Run 1, signal wires by layer:
Scale bar: 20 um.
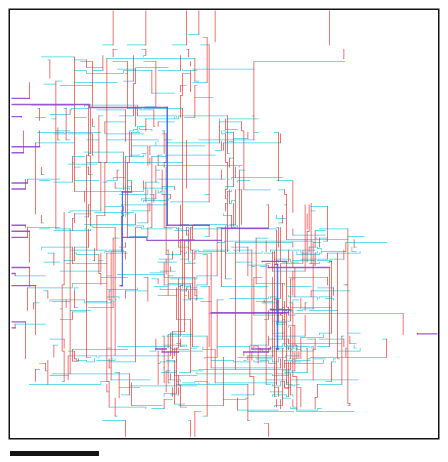
Run 1, clock wires, drivers and flops:
Scale bar: 20 um.
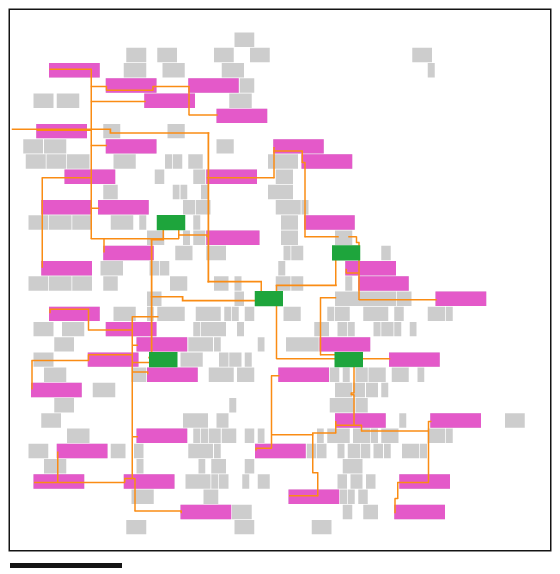
Run 1, sequential cells coloured by netlist name:
Other sequential cells in the stronger grey, the rest of the logic in the fainter grey.
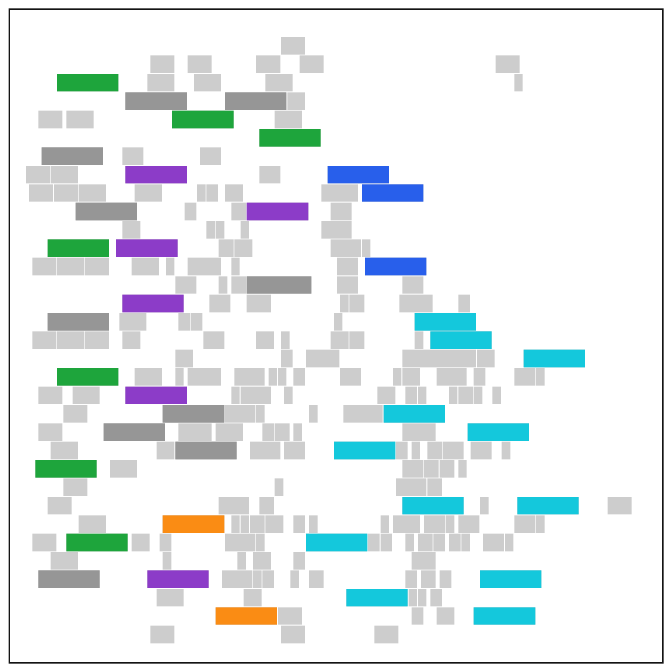
Run 1, routing congestion map:
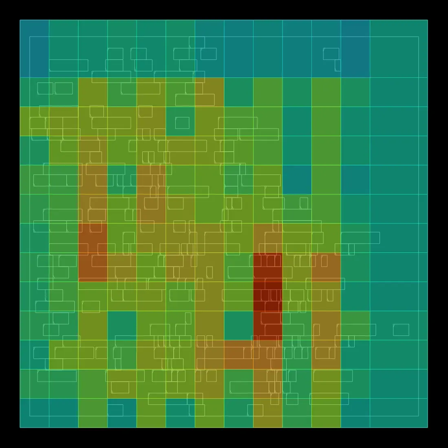
===== config.mk =====
export PLATFORM = sky130hd
export DESIGN_NAME = midi_msg_tx
export DESIGN_NICKNAME = d
export VERILOG_FILES = /design/src/rtl/midi_msg_tx.sv
export SDC_FILE = /design/constraint.sdc
export NUM_CORES = 1
export LEC_CHECK = 0
export CAP_MARGIN = 15
export CORE_MARGIN = 2
export CORE_UTILIZATION = 25
export CTS_BUF_LIST = sky130_fd_sc_hd__clkbuf_4 sky130_fd_sc_hd__clkbuf_8
export CTS_CLUSTER_DIAMETER = 200
export DETAILED_ROUTE_END_ITERATION = 16
export PLACE_DENSITY = 0.43
export SYNTH_ARGS = -nofsm -noshare
export SYNTH_HDL_FRONTEND = slang
export SYNTH_SLANG_ARGS = --single-unit
export TNS_END_PERCENT = 30

===== constraint.sdc =====
create_clock -name i_clk -period 5.15 [get_ports i_clk]
set_input_delay 1.03 -clock i_clk [delete_from_list [all_inputs] [get_ports i_clk]]
set_output_delay 1.03 -clock i_clk [all_outputs]
set_load 0.005 [all_outputs]

===== src/rtl/midi_msg_tx.sv =====
// midi_msg_tx
//   Builds a 3-byte MIDI channel message (status, note, velocity) from one
//   note event and shifts it out on a MIDI/UART line. Each byte is framed as
//   1 start bit, 8 data bits LSB first and 1 stop bit. Consecutive bytes of a
//   message are sent back to back with no idle gap.
//
// Parameters:
//   CLKS_PER_BIT  clock cycles per serial bit (>= 2)
//
// Ports:
//   i_clk          system clock, all logic on posedge
//   i_rst          asynchronous active-high reset
//   i_note_valid   event request, held until accepted
//   i_note_on      1 = Note On (0x9n), 0 = Note Off (0x8n)
//   i_channel      MIDI channel 0..15
//   i_note         note number 0..127
//   i_velocity     velocity 0..127
//   o_note_ready   high when an event can be accepted (FSM idle)
//   o_midi_tx      serial line, idles high
//   o_busy         high while a message is being shifted out
//   o_byte_done    one-cycle pulse in the last cycle of each stop bit
//
// Build option:
//   RUNNING_STATUS_EN  when defined, the status byte is omitted if it equals
//                      the status of the previously sent message.
//
// state | meaning
// IDLE  | line high, waiting for an event
// START | start bit (low)
// DATA  | 8 data bits, LSB first
// STOP  | stop bit (high), then next byte or IDLE
module midi_msg_tx #(
  parameter int CLKS_PER_BIT = 3200
) (
  input  logic       i_clk,
  input  logic       i_rst,
  input  logic       i_note_valid,
  input  logic       i_note_on,
  input  logic [3:0] i_channel,
  input  logic [6:0] i_note,
  input  logic [6:0] i_velocity,
  output logic       o_note_ready,
  output logic       o_midi_tx,
  output logic       o_busy,
  output logic       o_byte_done
);

  localparam int BW = (CLKS_PER_BIT > 2) ? $clog2(CLKS_PER_BIT) : 1;
  localparam logic [BW-1:0] BAUD_LAST = BW'(CLKS_PER_BIT - 1);

  localparam logic [1:0] S_IDLE  = 2'd0;
  localparam logic [1:0] S_START = 2'd1;
  localparam logic [1:0] S_DATA  = 2'd2;
  localparam logic [1:0] S_STOP  = 2'd3;

  logic [1:0]    r_state;
  logic [BW-1:0] r_baud;
  logic [2:0]    r_bit;
  logic [1:0]    r_idx;
  logic [7:0]    r_byte0;
  logic [7:0]    r_byte1;
  logic [7:0]    r_byte2;
  logic          r_tx;

  logic       w_accept;
  logic       w_bit_end;
  logic       w_skip;
  logic [7:0] w_status;
  logic [7:0] w_cur_byte;
  logic [2:0] w_bit_nx;

  assign w_accept  = i_note_valid && (r_state == S_IDLE);
  assign w_bit_end = (r_baud == BAUD_LAST);
  assign w_status  = {1'b1, 2'b00, i_note_on, i_channel};
  assign w_bit_nx  = r_bit + 3'd1;

  always_comb begin
    w_cur_byte = r_byte0;
    case (r_idx)
      2'd1:    w_cur_byte = r_byte1;
      2'd2:    w_cur_byte = r_byte2;
      default: w_cur_byte = r_byte0;
    endcase
  end

`ifdef RUNNING_STATUS_EN
  // A status byte always has bit 7 set, so 0x00 can never match and serves
  // as the "no previous status" marker after reset.
  logic [7:0] r_last_status;

  assign w_skip = (w_status == r_last_status);

  always_ff @(posedge i_clk or posedge i_rst) begin
    if (i_rst) begin
      r_last_status <= 8'h00;
    end else if (w_accept && !w_skip) begin
      r_last_status <= w_status;
    end
  end
`else
  assign w_skip = 1'b0;
`endif

  always_ff @(posedge i_clk or posedge i_rst) begin
    if (i_rst) begin
      r_byte0 <= 8'h00;
      r_byte1 <= 8'h00;
      r_byte2 <= 8'h00;
    end else if (w_accept) begin
      r_byte0 <= w_status;
      r_byte1 <= {1'b0, i_note};
      r_byte2 <= {1'b0, i_velocity};
    end
  end

  // The line is registered; each transition loads the level of the bit that
  // starts on the following cycle, so the start bit begins one cycle after
  // accept.
  always_ff @(posedge i_clk or posedge i_rst) begin
    if (i_rst) begin
      r_state <= S_IDLE;
      r_baud  <= '0;
      r_bit   <= 3'd0;
      r_idx   <= 2'd0;
      r_tx    <= 1'b1;
    end else begin
      if (r_state != S_IDLE) begin
        r_baud <= w_bit_end ? '0 : r_baud + 1'b1;
      end
      case (r_state)
        S_IDLE: begin
          r_tx <= 1'b1;
          if (w_accept) begin
            r_state <= S_START;
            r_baud  <= '0;
            r_bit   <= 3'd0;
            r_idx   <= w_skip ? 2'd1 : 2'd0;
            r_tx    <= 1'b0;
          end
        end
        S_START: begin
          if (w_bit_end) begin
            r_state <= S_DATA;
            r_bit   <= 3'd0;
            r_tx    <= w_cur_byte[0];
          end
        end
        S_DATA: begin
          if (w_bit_end) begin
            if (r_bit == 3'd7) begin
              r_state <= S_STOP;
              r_tx    <= 1'b1;
            end else begin
              r_bit <= w_bit_nx;
              r_tx  <= w_cur_byte[w_bit_nx];
            end
          end
        end
        S_STOP: begin
          if (w_bit_end) begin
            if (r_idx != 2'd2) begin
              r_state <= S_START;
              r_idx   <= r_idx + 2'd1;
              r_tx    <= 1'b0;
            end else begin
              r_state <= S_IDLE;
              r_idx   <= 2'd0;
              r_tx    <= 1'b1;
            end
          end
        end
        default: begin
          r_state <= S_IDLE;
          r_tx    <= 1'b1;
        end
      endcase
    end
  end

  assign o_note_ready = (r_state == S_IDLE);
  assign o_busy       = (r_state != S_IDLE);
  assign o_byte_done  = (r_state == S_STOP) && w_bit_end;
  assign o_midi_tx    = r_tx;

endmodule


==> GITHUB_STEP_SUMMARY, run 1 <==
### Metrics collected by this job

| Metric | Value |
|---|---|
| Synth Area per Inst | ~10 um2 |
| Worst endpoint required time | 4120 ps |
| Worst slew pin tran | 865 ps |
| Pint | 869 uW |
| Synth flops | 40 |
| FF-to-FF End | r_state[1]$_DFFE_PP0P_ |
| Ratio of cells with drive above 1 in the final layout | approximately 15% |
| Final Instance Count excl. Fillers | approximately 340 |
| CTS tree | built |
| GP Congestion | 0.796 |
| Die X | 96.4 um |
| # rows | 33 |
| Setup slack, reg-to-reg | 2870 ps |
| Fp util | 25.9% |
| Register area share after synthesis | 46.9% |
| Max_slew headroom | 42.2% |
| Crit path time final | 3430 ps |
| Period utilization | between 60 and 70% |
| Placed insts | 329 |
| Worst path top cell family by delay | simple AND/OR/NAND/NOR gates |
| NetSw | 497 uW |
| Worst ir drop on vdd | 0.185 mV |
| Clk slew on worst S/H paths | 80 ps |
| Post-route DRC | 0 |
| Sequential power share | 37.3% |
| Synthesis Warnings | 0 |
| Setup crit end | o_byte_done |
| Root Buffer | clkbuf_8 |
| Max Clk Rate | 0.292 GHz |
| Log Warnings | 31 |
| Crit. path cell count | 5 |
| Post-CTS repair timing setup buffer count | 0 |
| Top-Level Pins | 26 |
| Core Region | 8260 um2 |
| Mapped Area | 2140 um2 |
| Dominant flop cell | dfrtp_1 |
| Slew Viols, Final | 0 |
| P&R area growth vs syn | 22.7% |
| Grt ovf | 0 |
| Hold Fails Final Rpt | 0 |
| Mapped Nets | ~240 |
| CTS Buffer Depth | 2 |
| Crit. Startpoint | r_baud[0]$_DFF_PP0_ |
| Drt pass-1 iters | 4 |
| Number of I/O port buffers | 25 |
| # Cells Yosys | just over 200 |
| Number of diodes | 0 |
| Final ANT Viol Nets | 0 |
| Sw frac | a little over a third |
| FILL cells | a little under 900 |
| Critical R2R Launch | r_state[0]$_DFFE_PP0P_ |
| Lkg Pwr | between 0.001 and 0.0015 uW |
| CTS H-Tree Depth | 2 |
| # resized after CTS | 0 |
| R2R depth | 6 |
| CTS Hold Bufs | 0 |
| Nets | 263 |
| Crit-path max FO | 5 |
| Status | complete, no violations |
| Post-DR vias/cell | between 4 and 5 |
| Vias in the first global route | 1755 |
| Largest net degree at the start of global routing | 22 |
| Combinational Power Share | 42.4% |
| CP Cell Sequence | ha_1, nand4b_1, or4b_1, nor3_1, clkdlybuf4s50_1 |
| PD cells | roughly 520 nW/um2 |
| Detailed Place HPWL | around 3400 um |
| Slowest stage cell, crit path | clkdlybuf4s50_1 |
| Chip area | 9300 um2 |
| CTS buffer count | 5 |
| CP max stage delay | 570 ps |
| Crit path launch type | register |
| Tot Pwr | roughly 1400 uW |
| Fin Setup TNS | 0 ps |
| Max-cap violation count | 0 |
| Critical path capture point type | output pin |
| Area reported by Yosys stat | 2140 um2 |
| FFs w/ async S/R, synth | 100% |
| Die span in y | 96.4 um |
| Synthesized netlist cell count | 205 |
| Type of the tightest min-delay check | register to register |
| Flip-flops with a built-in enable | 0 |
| Final Setup Violations | 0 |
| Initial antenna violation count | 0 |
| Worst Path Buf+Inv | 1 |
| CP Data Arrival Time | 2400 ps |
| 1st-iter DRT viols | 79 |
| Wire length of the first global-routing pass | 8380 um |
| Drt total wl | 4760 um |
| Synth cell types | 39 |
| Clock sink count | 40 |
| RSZ-0062 raised after global routing | false |
| Critical path type | register to output pin |
## Picture notes: 'signal wires by layer'
M2 -> red  # wire length 2320 um
M4 -> blue  # wire length 66.6 um
M1 -> cyan  # wire length 2190 um
M3 -> purple  # wire length 188 um
Vias: 1634
total track usage: 11.8%

## Picture notes: 'clock wires, drivers and flops'
clock wires -> orange  # length 635 um
flip-flops -> magenta  # count 40
clock-net drivers -> green  # count 5
routed clock nets = 6
clock power share: 20.2%
clk pwr: 276 uW
clk_skew: 10.8 ps
clk latency late pin: 300 ps

## Picture notes: 'sequential cells coloured by netlist name'
r_bit -> blue  # flops 3
r_idx -> orange  # flops 2
r_byte2 -> green  # flops 7
r_byte0 -> purple  # flops 6
r_baud -> cyan  # flops 12
not coloured = 10
Final Core Density: 31.7%
register area: 1000 um2

## Picture notes: 'routing congestion map'
layer with the highest usage: met2
WL/cell: 14.1 um
M1 GR Usage: 15.1%
GR Layer Usage met3: 2.56%

[run 1: layout make-up]
class | count | area [um2] | share of cell area [%]
well taps | 105 | 131 | 5.01
clock buffers | 6 | 82.6 | 3.15
inverters | 10 | 37.5 | 1.43
multi-input cells | 148 | 1070 | 40.8
clock inverters | 2 | 38.8 | 1.48
flip-flops and latches | 40 | 1000 | 38.3
repair buffers | 26 | 258 | 9.84
[run 1: synth_stat cells, drive strengths merged, types with 4 or more instances]
master,instances,area share [%]
inv,10,1.8
clkbuf,7,1.2
nor3,5,1.7
o31ai,5,1.8
a31oi,5,1.5
nor2,20,3.5
a22oi,5,1.8
o21ai,12,2.8
mux2,21,11
ha,10,5.9
nand2,19,3.5
nand4,5,1.8
dfrtp,39,46
a22o,4,1.6
nand3,4,0.94
[run 1: logic make-up (layout without fill, tap and decap cells)]
kind of cell | count (synthesis) | count (layout) | share of synthesized area (%)
compound gates | 48 | 48 | 15.5
xor+xnor | 5 | 5 | 2.05
flops | 40 | 40 | 46.9
buf+inv | 17 | 44 | 2.99
fa+ha+maj | 10 | 10 | 5.86
simple gates | 63 | 63 | 15.0
mux | 22 | 22 | 11.7
[run 1: registers in the layout, summed over array words and instances, names as in the netlist]
register	count
r_bit	3
r_byte2	7
r_byte0	6
r_baud	12
r_byte1	7
r_state	2
r_idx	2
o_midi_tx	1
[run 1: how the worst min path moves through the flow]
stage / end / cells after the start / slack (ps) / from
6_report: r_byte0[7]$_DFFE_PP0P_ / 1 / 480 / r_byte0[7]$_DFFE_PP0P_
5_1_grt: r_byte0[7]$_DFFE_PP0P_ / 1 / 510 / r_byte0[7]$_DFFE_PP0P_
4_1_cts: r_byte0[7]$_DFFE_PP0P_ / 1 / 480 / r_byte0[7]$_DFFE_PP0P_
3_5_place_dp: r_byte0[7]$_DFFE_PP0P_ / 1 / 460 / r_byte0[7]$_DFFE_PP0P_
3_3_place_gp: r_byte0[7]$_DFFE_PP0P_ / 1 / 460 / r_byte0[7]$_DFFE_PP0P_
2_1_floorplan: r_byte0[7]$_DFFE_PP0P_ / 1 / 430 / r_byte0[7]$_DFFE_PP0P_
[run 1: per-stage QoR]
step | area, um2 | setup WS, ps | hold WS (ps)
CTS | 2620 | 1710 | 480
finish | 2620 | 1720 | 478
global route | 2620 | 1530 | 507
detailed placement | 2500 | 2060 | 458
floorplan | 2140 | 2720 | 435
global placement | 2500 | 2070 | 457
[run 1: cells in the final DEF, fill, tap and decap left out, types with 6 or more instances in the layout]
master / n
dfrtp_1: 39
nor2_1: 20
clkdlybuf4s50_1: 25
nand2_1: 18
clkbuf_8: 6
mux2_2: 20
o21ai_0: 12
inv_1: 10
ha_1: 10
[run 1: metal layers]
layer	GRT usage (%)	vias to the layer above	part of all wire (%)	wire length [um]
li1	-	795	-	-
met1	15.1	790	46	2190
met2	19.6	42	49	2320
met3	2.56	7	3.9	187
met4	4.34	0	1.4	66
met5	0	-	0	0
[run 1: power groups by stage]
stage	Sequential, uW	Clock, uW	Combinational [uW]
floorplan	495	0	444
global placement	515	0	589
detailed placement	517	0	590
CTS	510	289	593
global route	526	302	664
finish	510	276	580
==> run 2: changes to the inputs <==
==> constraint.sdc (replaced) <==
create_clock -name i_clk -period 3.5 [get_ports i_clk]
set_input_delay 0.7 -clock i_clk [delete_from_list [all_inputs] [get_ports i_clk]]
set_output_delay 0.7 -clock i_clk [all_outputs]
set_load 0.005 [all_outputs]
==> run 2 against run 1 <==
Power grew 47%. Setup slack lost 1400 ps. Sequential cell count is the same. Largest cell class unchanged.
==> GITHUB_STEP_SUMMARY, run 2 <==
### Metrics collected by this job

| Metric | Value |
|---|---|
| Period utilization | approximately 90% |
| Top flop regs | r_baud x12, r_byte1 x7, r_byte2 x7 (unchanged) |
| WL/cell | 14.1 um (about the same) |
| CTS Buffer Depth | 2 (unchanged) |
| Number of I/O port buffers | 25 (unchanged) |
| Flip-flops with a built-in enable | 0 (unchanged) |
| CTS H-Tree Depth | 2 (unchanged) |
| GP Congestion | 0.787 (was 0.796) |
| Register area share after synthesis | 46.9% (unchanged) |
| Crit-path max FO | 5 (unchanged) |
| Vias in the first global route | 1593 (was 1755) |
| Crit path time final | between 3000 and 4000 ps |
| RSZ-0062 raised after global routing | false (unchanged) |
| Lkg Pwr | 0.00108 uW (unchanged) |
| CTS tree | built (unchanged) |
| Status | complete, no violations (unchanged) |
| Worst ir drop on vdd | 0.273 mV (was 0.185 mV) |
| Number of diodes | 0 (unchanged) |
| Clk latency late pin | 290 ps (was 300 ps) |
| Die X | 96.4 um (unchanged) |
| Synth cell types | 39 (unchanged) |
| PD cells | 769 nW/um2 (was 521 nW/um2) |
| Biggest area cells | dfrtp_1 46%, mux2_2 11%, ha_1 5.9%, nor2_1 3.5%, nand2_1 3.2% (unchanged) |
| Grt ovf | 0 (unchanged) |
| Post-CTS repair timing setup buffer count | 0 (unchanged) |
| Crit path launch type | register (unchanged) |
| Top-count cell post-synth | dfrtp_1 (unchanged) |
| FFs w/ async S/R, synth | 100% (unchanged) |
| Core Region | 8260 um2 (unchanged) |
| # Cells Yosys | 205 (unchanged) |
| Register area | 1000 um2 (unchanged) |
| Synthesis Warnings | 0 (unchanged) |
| Root Buffer | clkbuf_8 (unchanged) |
| Area leader share | 45.7% (unchanged) |
| Drt pass-1 iters | 4 (unchanged) |
| P&R area growth vs syn | 22.7% (unchanged) |
| Mapped Nets | 237 (unchanged) |
| Type of the tightest min-delay check | register to register (unchanged) |
| Log Warnings | 31 (unchanged) |
| Dominant logic cell type in the layout | dfrtp_1 (unchanged) |
| Largest register by flop count | r_baud (unchanged) |
| Nets | 263 (unchanged) |
| Post-route DRC | 0 (unchanged) |
| Worst slack, placed | 710 ps (was 2060 ps) |
| Die span in y | 96.4 um (unchanged) |
| Slew Viols, Final | 0 (unchanged) |
| Vias | 1643 (was 1634) |
| Max Clk Rate | around 0.32 GHz |
| Fp util | 25.9% (unchanged) |
| Total track usage | 11.1% (was 11.8%) |
| CP Data Arrival Time | 2440 ps (was 2400 ps) |
| Post-DR vias/cell | 4.88 (was 4.85) |
| Max_slew headroom | 41.5% (was 42.2%) |
| Final ANT Viol Nets | 0 (unchanged) |
| Critical path capture point type | output pin (unchanged) |
| Initial antenna violation count | 0 (unchanged) |
| Worst slew pin tran | 875 ps (was 865 ps) |
| Drt total wl | 4740 um (was 4760 um) |
| Fin Setup TNS | 0 ps (unchanged) |
| Synthesized netlist cell count | 205 (unchanged) |
| Clock sink count | 40 (unchanged) |
| # rows | 33 (unchanged) |
| CTS buffer count | 5 (unchanged) |
| Wire length of the first global-routing pass | 7820 um (was 8380 um) |
| Mapped Area | 2140 um2 (unchanged) |
| Ratio of cells with drive above 1 in the final layout | 15.1% (unchanged) |
| Clk_skew | 7.35 ps (was 10.8 ps) |
| Dominant flop cell | dfrtp_1 (unchanged) |
| Top-Level Pins | 26 (unchanged) |
| FILL cells | 885 (was 870) |
| Max reg flops | 12 (unchanged) |
| Max-cap violation count | 0 (unchanged) |
| Hold Fails Final Rpt | 0 (unchanged) |
-- run 2: cell counts after synthesis --
No cell type changed its count.
-- run 2: worst paths after layout --
check,startpoint,to,slack [ps],cells after the start
min in group asynchronous,i_rst,r_byte2[5]$_DFFE_PP0P_,840,3
max reg2reg,r_state[0]$_DFFE_PP0P_,r_byte2[4]$_DFFE_PP0P_,1240,4
min,r_byte0[7]$_DFFE_PP0P_,r_byte0[7]$_DFFE_PP0P_,480,1
max in group asynchronous,i_rst,o_midi_tx$_DFFE_PP1P_,2300,3
min reg2reg,r_byte0[7]$_DFFE_PP0P_,r_byte0[7]$_DFFE_PP0P_,480,1
max,r_baud[0]$_DFF_PP0_,o_byte_done,360,5
-- run 2: worst max-delay path, cell delays in order (launching register included) --
cell	delay, ps
dfrtp_1	410
ha_1	250
nand4b_1	110
or4b_1	510
nor3_1	300
clkdlybuf4s50_1	570
-- run 2: layout make-up --
| class | count | area share, % |
|---|---|---|
| inverters | 10 | 1.43 |
| well taps | 105 | 5.01 |
| flip-flops and latches | 40 | 38.3 |
| multi-input cells | 148 | 40.8 |
| clock inverters | 2 | 1.48 |
| clock buffers | 6 | 3.15 |
| repair buffers | 26 | 9.84 |
-- run 2: report_power, final --
group | switching (uW) | leakage (uW) | total (uW) | internal (uW)
registers | 116 | 0.000500 | 751 | 635
clock network | 174 | 0.0000614 | 407 | 233
logic | 444 | 0.000518 | 857 | 413
-- run 2: through the flow --
step | total power (uW) | hold WS, ps | cells | cell area, um2 | utilization (%)
4_1_cts | 2050 | 476 | 337 | 2620 | 31.7
3_5_place_dp | 1630 | 453 | 329 | 2500 | 30.3
6_report | 2020 | 476 | 337 | 2620 | 31.7
3_3_place_gp | 1620 | 456 | 329 | 2500 | 30.3
2_1_floorplan | 1380 | 435 | 205 | 2140 | -
5_1_grt | 2180 | 507 | 337 | 2620 | 31.7
-- run 2: kinds of logic after synthesis --
group,count (synthesis),synth area share [%]
AND/OR/NAND/NOR,63,15.0
multiplexers,22,11.7
flip-flops,40,46.9
adder cells (fa/ha/maj),10,5.86
AND-OR/OR-AND,48,15.5
XOR/XNOR,5,2.05
buffers and inverters,17,2.99
-- run 2: layer usage --
metal,share of wire [%],vias up,GRT usage [%]
li1,-,798,-
met1,46,817,14.3
met2,50,26,18.5
met3,3.7,2,2.56
met4,0.55,0,3.76
met5,0,-,0
Run 2, signal wires by layer:
Scale bar: 20 um.
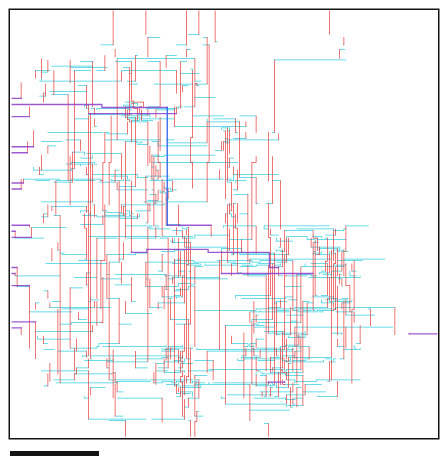
M1 -> cyan  # wire length 2190 um
M2 -> red  # wire length 2350 um
M4 -> blue  # wire length 26.5 um
M3 -> purple  # wire length 175 um

Run 2, sequential cells coloured by netlist name:
Other sequential cells in the stronger grey, the rest of the logic in the fainter grey.
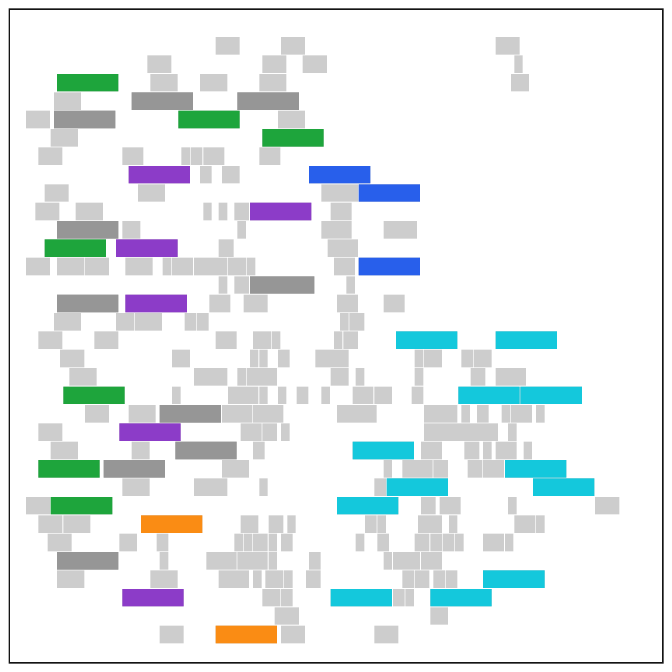
r_byte2 -> green  # flops 7
r_idx -> orange  # flops 2
r_baud -> cyan  # flops 12
r_bit -> blue  # flops 3
r_byte0 -> purple  # flops 6
not coloured = 10

==> run 3: changes to the inputs <==
--- a/config.mk
+++ b/config.mk
@@ -9,7 +9,7 @@
 export CORE_MARGIN = 2
 export CORE_UTILIZATION = 25
 export CTS_BUF_LIST = sky130_fd_sc_hd__clkbuf_4 sky130_fd_sc_hd__clkbuf_8
-export CTS_CLUSTER_DIAMETER = 200
+export CTS_CLUSTER_DIAMETER = 120
 export DETAILED_ROUTE_END_ITERATION = 16
 export PLACE_DENSITY = 0.43
 export SYNTH_ARGS = -nofsm -noshare
==> run 3 against run 2 <==
Via count stayed put. Routed wire length did not move. Highest routed layer unchanged. Sequential cell count stayed put. Fmax unchanged.
==> GITHUB_STEP_SUMMARY, run 3 <==
### Metrics collected by this job

| Metric | Value |
|---|---|
| Crit path launch type | register (unchanged) |
| # Cells Yosys | 205 (unchanged) |
| Vias in the first global route | 1593 (unchanged) |
| Biggest area cells | dfrtp_1 46%, mux2_2 11%, ha_1 5.9%, nor2_1 3.5%, nand2_1 3.2% (unchanged) |
| CTS Buffer Depth | 2 (unchanged) |
| Area of placed instances | 2500 um2 (unchanged) |
| Worst endpoint required time | 2800 ps (about the same) |
| P&R area growth vs syn | 22.7% (unchanged) |
| Vias | 1643 (unchanged) |
| Top-Level Pins | 26 (unchanged) |
| Register area share after synthesis | 46.9% (unchanged) |
| CTS Hold Bufs | 0 (unchanged) |
| Synthesized netlist cell count | 205 (unchanged) |
| 1st-iter DRT viols | 67 (unchanged) |
| Root Buffer | clkbuf_8 (unchanged) |
| Clk slew on worst S/H paths | 80 ps (about the same) |
| Dominant logic cell type in the layout | dfrtp_1 (unchanged) |
| Drt total wl | 4740 um (unchanged) |
| Hold slack | 476 ps (unchanged) |
| Synth Area per Inst | 10.4 um2 (unchanged) |
| Fin Setup TNS | 0 ps (unchanged) |
| Largest net degree at the start of global routing | 41 (unchanged) |
| Die span in y | 96.4 um (unchanged) |
| Number of I/O port buffers | 25 (unchanged) |
| Worst slew pin tran | 875 ps (unchanged) |
| Fin area | 2620 um2 (unchanged) |
| Crit-path max FO | 5 (unchanged) |
| Drt pass-1 iters | 4 (unchanged) |
| Area leader share | 45.7% (unchanged) |
| # rows | 33 (unchanged) |
| Die X | 96.4 um (unchanged) |
| FFs w/ async S/R, synth | 100% (unchanged) |
| Initial antenna violation count | 0 (unchanged) |
| Critical path type | register to output pin (unchanged) |
| Hold Fails Final Rpt | 0 (unchanged) |
| FILL cells | 885 (unchanged) |
| CTS tree | built (unchanged) |
| CTS H-Tree Depth | 2 (unchanged) |
| Top-count cell post-synth | dfrtp_1 (unchanged) |
| Nets | 263 (unchanged) |
| Synth flops | 40 (unchanged) |
| Period utilization | 89.6% (unchanged) |
| Max_slew headroom | 41.5% (unchanged) |
| Largest register by flop count | r_baud (unchanged) |
| Synth area leader | dfrtp_1 (unchanged) |
| Max Clk Rate | 0.319 GHz (unchanged) |
| # resized after CTS | 0 (unchanged) |
| RSZ-0062 raised after global routing | false (unchanged) |
| Top flop regs | r_baud x12, r_byte1 x7, r_byte2 x7 (unchanged) |
| Dominant flop cell | dfrtp_1 (unchanged) |
| Max reg flops | 12 (unchanged) |
| Final Setup Violations | 0 (unchanged) |
| Synth cell types | 39 (unchanged) |
| Slew Viols, Final | 0 (unchanged) |
| Grt ovf | 0 (unchanged) |
| Core Region | 8260 um2 (unchanged) |
| Chip area | 9300 um2 (unchanged) |
| CTS buffer count | 5 (unchanged) |
| Clock sink count | 40 (unchanged) |
| Mapped Area | 2140 um2 (unchanged) |
| Worst ir drop on vdd | 0.273 mV (unchanged) |
| Wire length of the first global-routing pass | 7820 um (unchanged) |
| CP Data Arrival Time | 2440 ps (about the same) |
| Status | complete, no violations (unchanged) |
| Type of the tightest min-delay check | register to register (unchanged) |
| PD cells | 769 nW/um2 (unchanged) |
| Max-cap violation count | 0 (unchanged) |
| Final ANT Viol Nets | 0 (unchanged) |
| Area reported by Yosys stat | 2140 um2 (unchanged) |
| Ratio of cells with drive above 1 in the final layout | 15.1% (unchanged) |
| Critical path capture point type | output pin (unchanged) |
| Post-CTS repair timing setup buffer count | 0 (unchanged) |
| Top Layout Cells | 39 x dfrtp_1, 25 x clkdlybuf4s50_1, 20 x nor2_1, 20 x mux2_2, 18 x nand2_1 (unchanged) |
| GP Congestion | 0.787 (unchanged) |
| Synth cell count leaders | 39 x dfrtp_1, 20 x mux2_2, 20 x nor2_1, 18 x nand2_1, 12 x o21ai_0 (unchanged) |
| Post-route DRC | 0 (unchanged) |
| Log Warnings | 31 (unchanged) |
| Post-DR vias/cell | 4.88 (unchanged) |
| Tot Pwr | 2020 uW (unchanged) |
| Fp util | 25.9% (unchanged) |
| Total track usage | 11.1% (unchanged) |
| Lkg Pwr | 0.00108 uW (unchanged) |
| Crit path time final | 3140 ps (unchanged) |
| Flip-flops with a built-in enable | 0 (unchanged) |
| Detailed Place HPWL | 3340 um (unchanged) |
| Mapped Nets | 237 (unchanged) |
| Synthesis Warnings | 0 (unchanged) |
| Number of diodes | 0 (unchanged) |
-- run 3: metal layers --
| metal | wire length (um) | vias to the layer above | GRT usage [%] |
|---|---|---|---|
| met4 | 26 | 0 | 3.76 |
| met1 | 2190 | 817 | 14.3 |
| li1 | - | 798 | - |
| met5 | 0 | - | 0 |
| met3 | 174 | 2 | 2.56 |
| met2 | 2350 | 26 | 18.5 |
-- run 3: report_power, final --
group          total [uW]  internal (uW)  switching [uW]
Combinational         857            413             444
Sequential            751            635             116
Clock                 407            233             174
-- run 3: critical path: stages (launching register included) --
cell	delay [ps]
dfrtp_1	410
ha_1	250
nand4b_1	110
or4b_1	510
nor3_1	300
clkdlybuf4s50_1	570
-- run 3: cell families after synthesis --
family                     count (synthesis)  synth area share, %
xor gates and xnor gates                   5                 2.05
AOI/OAI and AO/OA                         48                 15.5
muxes                                     22                 11.7
and+or+nand+nor                           63                 15.0
adders and majority gates                 10                 5.86
DFF                                       40                 46.9
buffers and inverters                     17                 2.99
-- run 3: cell type report --
cell class                 instances  area (um2)  share of cell area (%)
timing repair buffer              26         258                    9.84
sequential                        40        1000                    38.3
clock inverter                     2        38.8                    1.48
tap                              105         131                    5.01
clock buffer                       6        82.6                    3.15
multi-input combinational        148        1070                    40.8
inverter                          10        37.5                    1.43
-- run 3: final timing paths --
path                                           to  slack, ps  cells past startpoint                   start
max                                   o_byte_done        360                      5     r_baud[0]$_DFF_PP0_
min                        r_byte0[7]$_DFFE_PP0P_        480                      1  r_byte0[7]$_DFFE_PP0P_
max reg2reg                r_byte2[4]$_DFFE_PP0P_       1240                      4  r_state[0]$_DFFE_PP0P_
min reg2reg                r_byte0[7]$_DFFE_PP0P_        480                      1  r_byte0[7]$_DFFE_PP0P_
max in group asynchronous   o_midi_tx$_DFFE_PP1P_       2300                      3                   i_rst
min in group asynchronous  r_byte2[5]$_DFFE_PP0P_        840                      3                   i_rst
-- run 3: metrics by stage --
step | worst slack [ps] | util [%] | instances
finish | 364 | 31.7 | 337
CTS | 369 | 31.7 | 337
detailed placement | 710 | 30.3 | 329
floorplan | 1400 | - | 205
global route | 211 | 31.7 | 337
global placement | 755 | 30.3 | 329
Run 3, routing congestion map:
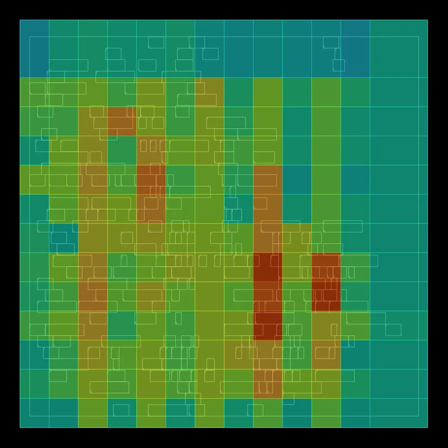
M1 GR Usage: 14.3%
WL/cell: 14.1 um
met2 global-route usage: 18.5%

Run 3, clock wires, drivers and flops:
Scale bar: 20 um.
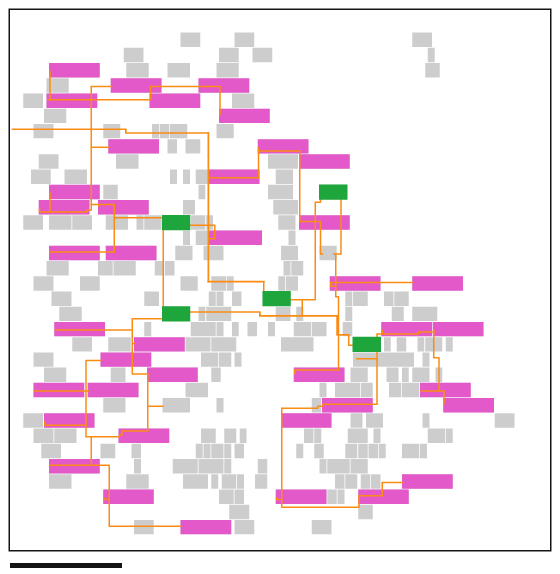
clock-net drivers -> green  # count 5
flip-flops -> magenta  # count 40
clock wires -> orange  # length 638 um
flops lie = spread over the die
clk_skew: 7.35 ps
clk pwr: 407 uW
clk latency late pin: 290 ps

Power figures rest on the tool's default switching activity, not on a simulated workload.
